`config.mk`:
```
export PLATFORM = sky130hd
export DESIGN_NAME = execute_muldiv_flat
export DESIGN_NICKNAME = d
export VERILOG_FILES = /design/src/rtl/md_pkg.sv /design/src/rtl/execute_muldiv_if.sv /design/src/rtl/muldiv_core.sv /design/src/rtl/execute_muldiv.sv /design/src/flat_wrapper.sv
export SDC_FILE = /design/constraint.sdc
export NUM_CORES = 1
export LEC_CHECK = 0
export CAP_MARGIN = 30
export CORE_UTILIZATION = 41
export CTS_CLUSTER_SIZE = 8
export DETAILED_ROUTE_END_ITERATION = 10
export GPL_TIMING_DRIVEN = 0
export PLACE_DENSITY = 0.69
export SYNTH_ARGS = -nofsm -noshare
export SYNTH_HDL_FRONTEND = slang
export SYNTH_SLANG_ARGS = --single-unit
```
`constraint.sdc`:
```
create_clock -name clk -period 9.2 [get_ports clk]
set_clock_uncertainty 0.1 [all_clocks]
set_input_delay 1.84 -clock clk [delete_from_list [all_inputs] [get_ports clk]]
set_output_delay 1.84 -clock clk [all_outputs]
set_load 0.005 [all_outputs]
```
`src/rtl/md_pkg.sv`:
```
// Shared types and helpers for the HI/LO multiply/divide execute unit.
//   md_op_t       : E-stage multiply/divide opcode (7 is reserved, acts as NONE)
//   md_read_sel_t : MFHI/MFLO read select (3 is reserved, acts as none)
//   md_state_t    : sequencer state
//   mul_cycles / div_cycles : iteration counts loaded into the step counter
package md_pkg;

  typedef enum logic [2:0] {
    MD_NONE  = 3'd0,
    MD_MULT  = 3'd1,
    MD_MULTU = 3'd2,
    MD_DIV   = 3'd3,
    MD_DIVU  = 3'd4,
    MD_MTHI  = 3'd5,
    MD_MTLO  = 3'd6,
    MD_RSVD  = 3'd7
  } md_op_t;

  typedef enum logic [1:0] {
    RD_NONE = 2'd0,
    RD_HI   = 2'd1,
    RD_LO   = 2'd2,
    RD_RSVD = 2'd3
  } md_read_sel_t;

  typedef enum logic [1:0] {
    ST_IDLE = 2'd0,
    ST_MUL  = 2'd1,
    ST_DIV  = 2'd2,
    ST_FIX  = 2'd3
  } md_state_t;

  function automatic int mul_cycles(input int xlen, input int bpc);
    return xlen / bpc;
  endfunction

  function automatic int div_cycles(input int xlen);
    return xlen;
  endfunction

endpackage

```
`src/rtl/execute_muldiv_if.sv`:
```
// E-stage <-> multiply/divide unit bundle.
//   master : E stage (drives request, forwarded operands, cancel)
//   slave  : execute_muldiv (drives read data, HI/LO, stall/busy/done)
interface execute_muldiv_if #(parameter int XLEN = 32) ();
  logic            valid_e_i;
  logic            flush_e_i;
  logic            cancel_i;
  logic [2:0]      md_op_e_i;
  logic [1:0]      md_read_sel_e_i;
  logic [XLEN-1:0] src_a_e_i;
  logic [XLEN-1:0] src_b_e_i;
  logic [XLEN-1:0] md_result_e_o;
  logic [XLEN-1:0] hi_o;
  logic [XLEN-1:0] lo_o;
  logic            stall_o;
  logic            busy_o;
  logic            done_o;

  modport master (
    output valid_e_i, flush_e_i, cancel_i, md_op_e_i, md_read_sel_e_i,
           src_a_e_i, src_b_e_i,
    input  md_result_e_o, hi_o, lo_o, stall_o, busy_o, done_o
  );

  modport slave (
    input  valid_e_i, flush_e_i, cancel_i, md_op_e_i, md_read_sel_e_i,
           src_a_e_i, src_b_e_i,
    output md_result_e_o, hi_o, lo_o, stall_o, busy_o, done_o
  );
endinterface

```
`src/rtl/muldiv_core.sv`:
```
// Iterative multiply/divide datapath.
//   start      : latch operands for op (MULT/MULTU/DIV/DIVU), load counter
//   step       : retire one iteration (mul: MUL_BITS_PER_CYCLE bits, div: 1 bit)
//   cnt_last   : counter == 1, this step is the final one
//   res_hi/lo  : sign-corrected result, combinational from internal regs
// One 2*XLEN accumulator serves both ops: mul keeps {partial, multiplier},
// div keeps {remainder, dividend/quotient} shifting left.
module muldiv_core
  import md_pkg::*;
#(
  parameter int XLEN               = 32,
  parameter int MUL_BITS_PER_CYCLE = 1
) (
  input  logic            clk,
  input  logic            reset_n,
  input  logic            start,
  input  md_op_t          op,
  input  logic [XLEN-1:0] src_a,
  input  logic [XLEN-1:0] src_b,
  input  logic            step,
  output logic            cnt_last,
  output logic [XLEN-1:0] res_hi,
  output logic [XLEN-1:0] res_lo
);
  localparam int BPC = MUL_BITS_PER_CYCLE;
  localparam int CW  = $clog2(XLEN + 1);
  localparam int PPW = XLEN + BPC;
  localparam logic [CW-1:0] MUL_CNT = CW'(mul_cycles(XLEN, BPC));
  localparam logic [CW-1:0] DIV_CNT = CW'(div_cycles(XLEN));

  logic [2*XLEN-1:0] acc;
  logic [XLEN-1:0]   opnd;    // multiplicand or divisor magnitude
  logic [XLEN-1:0]   a_orig;  // raw dividend, returned as HI on divide-by-zero
  logic [CW-1:0]     cnt;
  logic              is_mul, neg_hi, neg_lo, dz;

  logic              sgn, a_neg, b_neg, st_mul;
  logic [XLEN-1:0]   a_mag, b_mag;

  always_comb begin
    sgn    = (op == MD_MULT) || (op == MD_DIV);
    st_mul = (op == MD_MULT) || (op == MD_MULTU);
    a_neg  = sgn & src_a[XLEN-1];
    b_neg  = sgn & src_b[XLEN-1];
    a_mag  = a_neg ? -src_a : src_a;
    b_mag  = b_neg ? -src_b : src_b;
  end

  // shift-add: {hi + mcand*digit, lo} >> BPC
  logic [PPW-1:0]    pp, mul_upper;
  logic [2*XLEN-1:0] mul_nxt;

  always_comb begin
    pp = '0;
    for (int i = 0; i < BPC; i++)
      if (acc[i]) pp = pp + (PPW'(opnd) << i);
    mul_upper = PPW'(acc[2*XLEN-1:XLEN]) + pp;
    mul_nxt   = {mul_upper, acc[XLEN-1:BPC]};
  end

  // restoring step: shift next dividend bit into remainder, trial subtract
  logic [XLEN:0]     rem_sh, diff;
  logic [2*XLEN-1:0] div_nxt;

  always_comb begin
    rem_sh  = {acc[2*XLEN-1:XLEN], acc[XLEN-1]};
    diff    = rem_sh - {1'b0, opnd};
    div_nxt = diff[XLEN] ? {rem_sh[XLEN-1:0], acc[XLEN-2:0], 1'b0}
                         : {diff[XLEN-1:0],   acc[XLEN-2:0], 1'b1};
  end

  always_ff @(posedge clk) begin
    if (!reset_n) begin
      acc    <= '0;
      opnd   <= '0;
      a_orig <= '0;
      cnt    <= '0;
      is_mul <= 1'b0;
      neg_hi <= 1'b0;
      neg_lo <= 1'b0;
      dz     <= 1'b0;
    end else if (start) begin
      acc    <= {{XLEN{1'b0}}, a_mag};
      opnd   <= b_mag;
      a_orig <= src_a;
      cnt    <= st_mul ? MUL_CNT : DIV_CNT;
      is_mul <= st_mul;
      neg_lo <= a_neg ^ b_neg;                    // product / quotient sign
      neg_hi <= st_mul ? (a_neg ^ b_neg) : a_neg; // remainder follows dividend
      dz     <= ~st_mul & (src_b == '0);
    end else if (step) begin
      acc <= is_mul ? mul_nxt : div_nxt;
      cnt <= cnt - 1'b1;
    end
  end

  assign cnt_last = (cnt == CW'(1));

  logic [2*XLEN-1:0] prod_fix;
  logic [XLEN-1:0]   rem_fix, quo_fix;

  always_comb begin
    prod_fix = neg_lo ? -acc : acc;
    rem_fix  = neg_hi ? -acc[2*XLEN-1:XLEN] : acc[2*XLEN-1:XLEN];
    quo_fix  = neg_lo ? -acc[XLEN-1:0] : acc[XLEN-1:0];
    if (is_mul) begin
      res_hi = prod_fix[2*XLEN-1:XLEN];
      res_lo = prod_fix[XLEN-1:0];
    end else if (dz) begin
      res_hi = a_orig;
      res_lo = '1;
    end else begin
      res_hi = rem_fix;
      res_lo = quo_fix;
    end
  end
endmodule

```
`src/rtl/execute_muldiv.sv`:
```
// Multi-cycle HI/LO multiply/divide unit for the execute stage.
//   clk, reset_n : clock, synchronous active-low reset
//   bus (slave)  : E-stage request (valid/flush/cancel, op, read select,
//                  forwarded operands) and responses (MFHI/MFLO data,
//                  HI/LO, stall to hazard unit, busy, done pulse)
// Sequencer IDLE -> MUL/DIV -> FIX -> IDLE owns HI/LO; the datapath lives in
// muldiv_core. MTHI/MTLO write directly from IDLE without occupying the unit.
module execute_muldiv
  import md_pkg::*;
#(
  parameter int XLEN               = 32,
  parameter int MUL_BITS_PER_CYCLE = 1
) (
  input  logic          clk,
  input  logic          reset_n,
  execute_muldiv_if.slave bus
);
  md_state_t       state;
  logic [XLEN-1:0] hi_q, lo_q;
  logic            done_q;

  md_op_t          op;
  md_read_sel_t    sel;
  logic            acc_e, is_md, start, op_real, rd_real, busy, step, cnt_last;
  logic [XLEN-1:0] res_hi, res_lo;

  assign op      = md_op_t'(bus.md_op_e_i);
  assign sel     = md_read_sel_t'(bus.md_read_sel_e_i);
  assign acc_e   = bus.valid_e_i & ~bus.flush_e_i;
  assign is_md   = (op == MD_MULT) || (op == MD_MULTU) || (op == MD_DIV) || (op == MD_DIVU);
  assign op_real = (op != MD_NONE) && (op != MD_RSVD);
  assign rd_real = (sel == RD_HI) || (sel == RD_LO);
  assign busy    = (state != ST_IDLE);
  assign start   = (state == ST_IDLE) & acc_e & is_md;
  assign step    = (state == ST_MUL) || (state == ST_DIV);

  muldiv_core #(
    .XLEN               (XLEN),
    .MUL_BITS_PER_CYCLE (MUL_BITS_PER_CYCLE)
  ) u_core (
    .clk      (clk),
    .reset_n  (reset_n),
    .start    (start),
    .op       (op),
    .src_a    (bus.src_a_e_i),
    .src_b    (bus.src_b_e_i),
    .step     (step),
    .cnt_last (cnt_last),
    .res_hi   (res_hi),
    .res_lo   (res_lo)
  );

  always_ff @(posedge clk) begin
    if (!reset_n) begin
      state  <= ST_IDLE;
      hi_q   <= '0;
      lo_q   <= '0;
      done_q <= 1'b0;
    end else begin
      done_q <= 1'b0;
      case (state)
        ST_IDLE: begin
          // cancel is ignored here so it never blocks a same-cycle accept
          if (acc_e) begin
            case (op)
              MD_MULT, MD_MULTU: state <= ST_MUL;
              MD_DIV,  MD_DIVU:  state <= ST_DIV;
              MD_MTHI:           hi_q  <= bus.src_a_e_i;
              MD_MTLO:           lo_q  <= bus.src_a_e_i;
              default: ;
            endcase
          end
        end
        ST_MUL, ST_DIV: begin
          if (bus.cancel_i)  state <= ST_IDLE;
          else if (cnt_last) state <= ST_FIX;
        end
        ST_FIX: begin
          state <= ST_IDLE;
          // a cancel landing on the fix cycle still wins over the write
          if (!bus.cancel_i) begin
            hi_q   <= res_hi;
            lo_q   <= res_lo;
            done_q <= 1'b1;
          end
        end
        default: state <= ST_IDLE;
      endcase
    end
  end

  // the starting instruction sees busy=0, so it is never stalled itself
  assign bus.stall_o = busy & acc_e & (op_real | rd_real);
  assign bus.busy_o  = busy;
  assign bus.done_o  = done_q;
  assign bus.hi_o    = hi_q;
  assign bus.lo_o    = lo_q;
  assign bus.md_result_e_o = (sel == RD_HI) ? hi_q :
                             (sel == RD_LO) ? lo_q : '0;
endmodule

```
`src/flat_wrapper.sv`:
```
// flat-port wrapper written by rule: the top's interface ports become plain ports
module execute_muldiv_flat import md_pkg::*;
#(
  parameter int XLEN               = 32,
  parameter int MUL_BITS_PER_CYCLE = 1
)
  (clk, reset_n, bus_valid_e_i, bus_flush_e_i, bus_cancel_i, bus_md_op_e_i, bus_md_read_sel_e_i, bus_src_a_e_i, bus_src_b_e_i, bus_md_result_e_o, bus_hi_o, bus_lo_o, bus_stall_o, bus_busy_o, bus_done_o);
  execute_muldiv_if #(.XLEN(XLEN)) bus_i ();
  input  logic clk;
  input  logic reset_n;
  input wire logic [$bits(bus_i.valid_e_i)-1:0] bus_valid_e_i;
  input wire logic [$bits(bus_i.flush_e_i)-1:0] bus_flush_e_i;
  input wire logic [$bits(bus_i.cancel_i)-1:0] bus_cancel_i;
  input wire logic [$bits(bus_i.md_op_e_i)-1:0] bus_md_op_e_i;
  input wire logic [$bits(bus_i.md_read_sel_e_i)-1:0] bus_md_read_sel_e_i;
  input wire logic [$bits(bus_i.src_a_e_i)-1:0] bus_src_a_e_i;
  input wire logic [$bits(bus_i.src_b_e_i)-1:0] bus_src_b_e_i;
  output wire logic [$bits(bus_i.md_result_e_o)-1:0] bus_md_result_e_o;
  output wire logic [$bits(bus_i.hi_o)-1:0] bus_hi_o;
  output wire logic [$bits(bus_i.lo_o)-1:0] bus_lo_o;
  output wire logic [$bits(bus_i.stall_o)-1:0] bus_stall_o;
  output wire logic [$bits(bus_i.busy_o)-1:0] bus_busy_o;
  output wire logic [$bits(bus_i.done_o)-1:0] bus_done_o;
  assign bus_i.valid_e_i = bus_valid_e_i;
  assign bus_i.flush_e_i = bus_flush_e_i;
  assign bus_i.cancel_i = bus_cancel_i;
  assign bus_i.md_op_e_i = bus_md_op_e_i;
  assign bus_i.md_read_sel_e_i = bus_md_read_sel_e_i;
  assign bus_i.src_a_e_i = bus_src_a_e_i;
  assign bus_i.src_b_e_i = bus_src_b_e_i;
  assign bus_md_result_e_o = bus_i.md_result_e_o;
  assign bus_hi_o = bus_i.hi_o;
  assign bus_lo_o = bus_i.lo_o;
  assign bus_stall_o = bus_i.stall_o;
  assign bus_busy_o = bus_i.busy_o;
  assign bus_done_o = bus_i.done_o;
  execute_muldiv #(.XLEN(XLEN), .MUL_BITS_PER_CYCLE(MUL_BITS_PER_CYCLE)) u_core (.clk(clk), .reset_n(reset_n), .bus(bus_i));
endmodule
```
==> CHANGELOG.md <==
## Flow update

- Status: finished clean
- Syn_nets: 2,499
- Number of remaining DRC errors: 0
- Clock Path Buffers: 3
- Pwr Total: 0.006300 W
- Avg Vias per Cell: 6.072
- Fmax: 165.4 MHz
- Late-Pin Clk Latency: 0.57 ns
- WL/cell: 23.90 um
- Req. time, crit path: 7.26 ns
- Leakage: 7.087 nW
- FILL cells: 4,017
- Initial antenna violation count: 0
- Top-area cell share: 24.51%
- Area Growth Syn to Fin: 18.62%
- Dominant flop cell: dfxtp_1
- Cell count after synthesis: 2,349
- Post-synth EDFFs: 0
- Synth area leader: dfxtp_1
- Critical path type: input port to output port
- Syn Std Cell Area: 16,740 sq um
- Syn Area/Cell: 7.127 sq um
- Pin count of the biggest net entering global routing: 15
- Pwr dens: 317.2 nW/um^2
- Die extent in y: 204.1 um
- Most instantiated logic cell after routing: nand2_1
- Hold Path Class: flop to flop
- Num rows: 73
- Top cells excl fill/tap: 298 x nand2_1, 269 x nor2_1, 221 x a21oi_1
- Final TNS setup: 0 ns
- Crit Path Max Fanout: 10
metal layers:
layer,vias to the layer above,track usage (%),share of wire (%)
li1,8745,-,-
met1,8690,42.77,40
met2,1028,56.91,44
met3,207,5.150,8.8
met4,0,19.78,6.4
met5,-,0,0
Yosys cell counts, drive strengths merged, types with 27 or more instances:
master    n
a211oi   97
a21o     36
a21oi   221
clkbuf  162
dfxtp   205
ha       74
inv      67
mux2i    59
nand2   298
nand3    35
nor2    269
nor3     31
o211ai   32
o21ai   191
o31ai    30
or3      27
xnor2    91
xor2    105
state kept, by name (all words and copies together), names as in the netlist, 2 cells and up:
register,count
u_core.u_core.cnt,6
u_core.state,2
u_core.u_core.a_orig,32
u_core.u_core.acc,64
u_core.bus.hi_o,32
u_core.bus.lo_o,32
u_core.u_core.opnd,32
metrics by stage:
step	utilization, %	cells	hold slack [ns]	worst slack, ns	cell area (sq um)
2_1_floorplan	-	2349	0.3319	4.589	16740
3_3_place_gp	47.59	3038	0.3398	2.925	19040
3_5_place_dp	47.76	3043	0.3470	3.171	19110
4_1_cts	49.64	3075	0.3523	3.148	19860
5_1_grt	49.64	3075	0.3746	2.993	19860
6_report	49.64	3075	0.3494	3.153	19860
critical path, stage by stage:
cell	delay (ns)
clkdlybuf4s50_1	0.53
ha_1	0.17
clkbuf_1	0.33
clkbuf_1	0.40
nand2_1	0.11
o21ai_0	0.14
clkdlybuf4s50_1	0.58
area by class of cell:
type                       instances  area share [%]
multi-input combinational       1888           58.73
sequential                       205           20.66
timing repair buffer             169           8.543
clock buffer                      31           3.742
buffer                           187           3.660
tap                              525           3.308
inverter                          69           1.304
clock inverter                     1         0.04410
worst paths after layout:
| kind | start | end | slack, ns | depth (start not counted) |
|---|---|---|---|---|
| hold / removal | u_core.u_core.opnd[23]$_SDFFE_PN0P_ | u_core.u_core.opnd[23]$_SDFFE_PN0P_ | 0.35 | 2 |
| hold reg to reg | u_core.u_core.opnd[23]$_SDFFE_PN0P_ | u_core.u_core.opnd[23]$_SDFFE_PN0P_ | 0.35 | 2 |
| setup / recovery | bus_md_read_sel_e_i[0] | bus_md_result_e_o[2] | 3.15 | 7 |
| setup reg to reg | u_core.u_core.acc[32]$_SDFFE_PP0N_ | u_core.u_core.acc[62]$_SDFFE_PP0N_ | 3.97 | 14 |
logic make-up after synthesis:
group / count (synthesis) / synth area share (%)
simple gates: 792 / 21.08
compound gates: 751 / 28.03
buf+inv: 256 / 5.889
flops: 205 / 24.51
xor+xnor: 196 / 10.25
fa+ha+maj: 76 / 5.769
mux: 73 / 4.469
power by group:
group / switching [W] / internal (W) / total (W)
Sequential: 0.000322 / 0.00113 / 0.00145
Combinational: 0.00232 / 0.00157 / 0.00389
Clock: 0.000400 / 0.000558 / 0.000958
Total: 0.00304 / 0.00326 / 0.00630
Fig. 1: met1 routing
Scale bar: 50 um. Supply wires on this layer in gray.
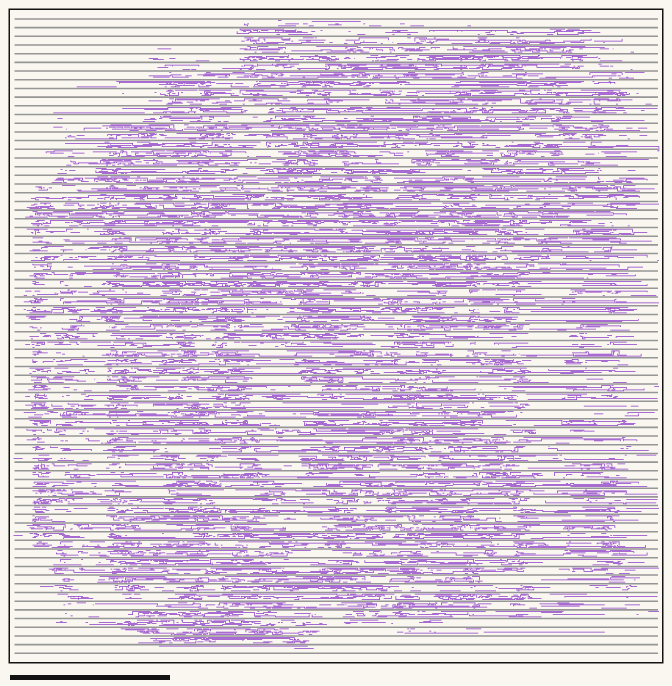
wire length on this layer: 29.6 mm
nets with wire on the layer: 2,485

Fig. 2: metal 2
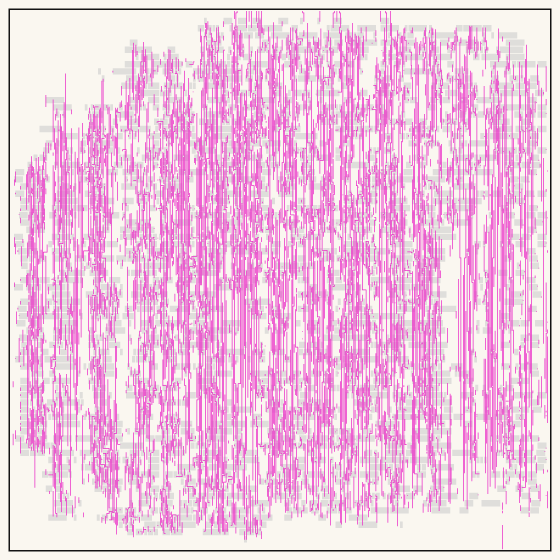
main direction: vertical
longest straight run: 127 um
share of all routed wire: 44%
nets with wire on the layer: 2,121

Fig. 3: M3 wires
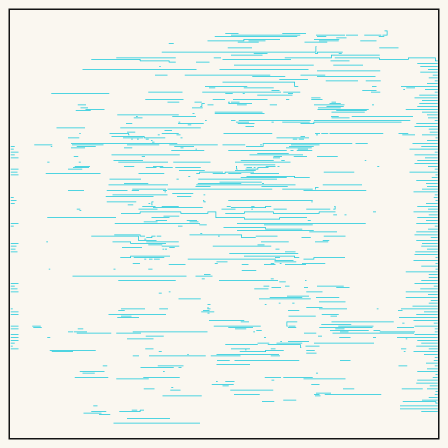
wire length on this layer: 6,460 um
longest straight run: 73.4 um
share of all routed wire: 8.8%

Power figures rest on the tool's default switching activity, not on a simulated workload.
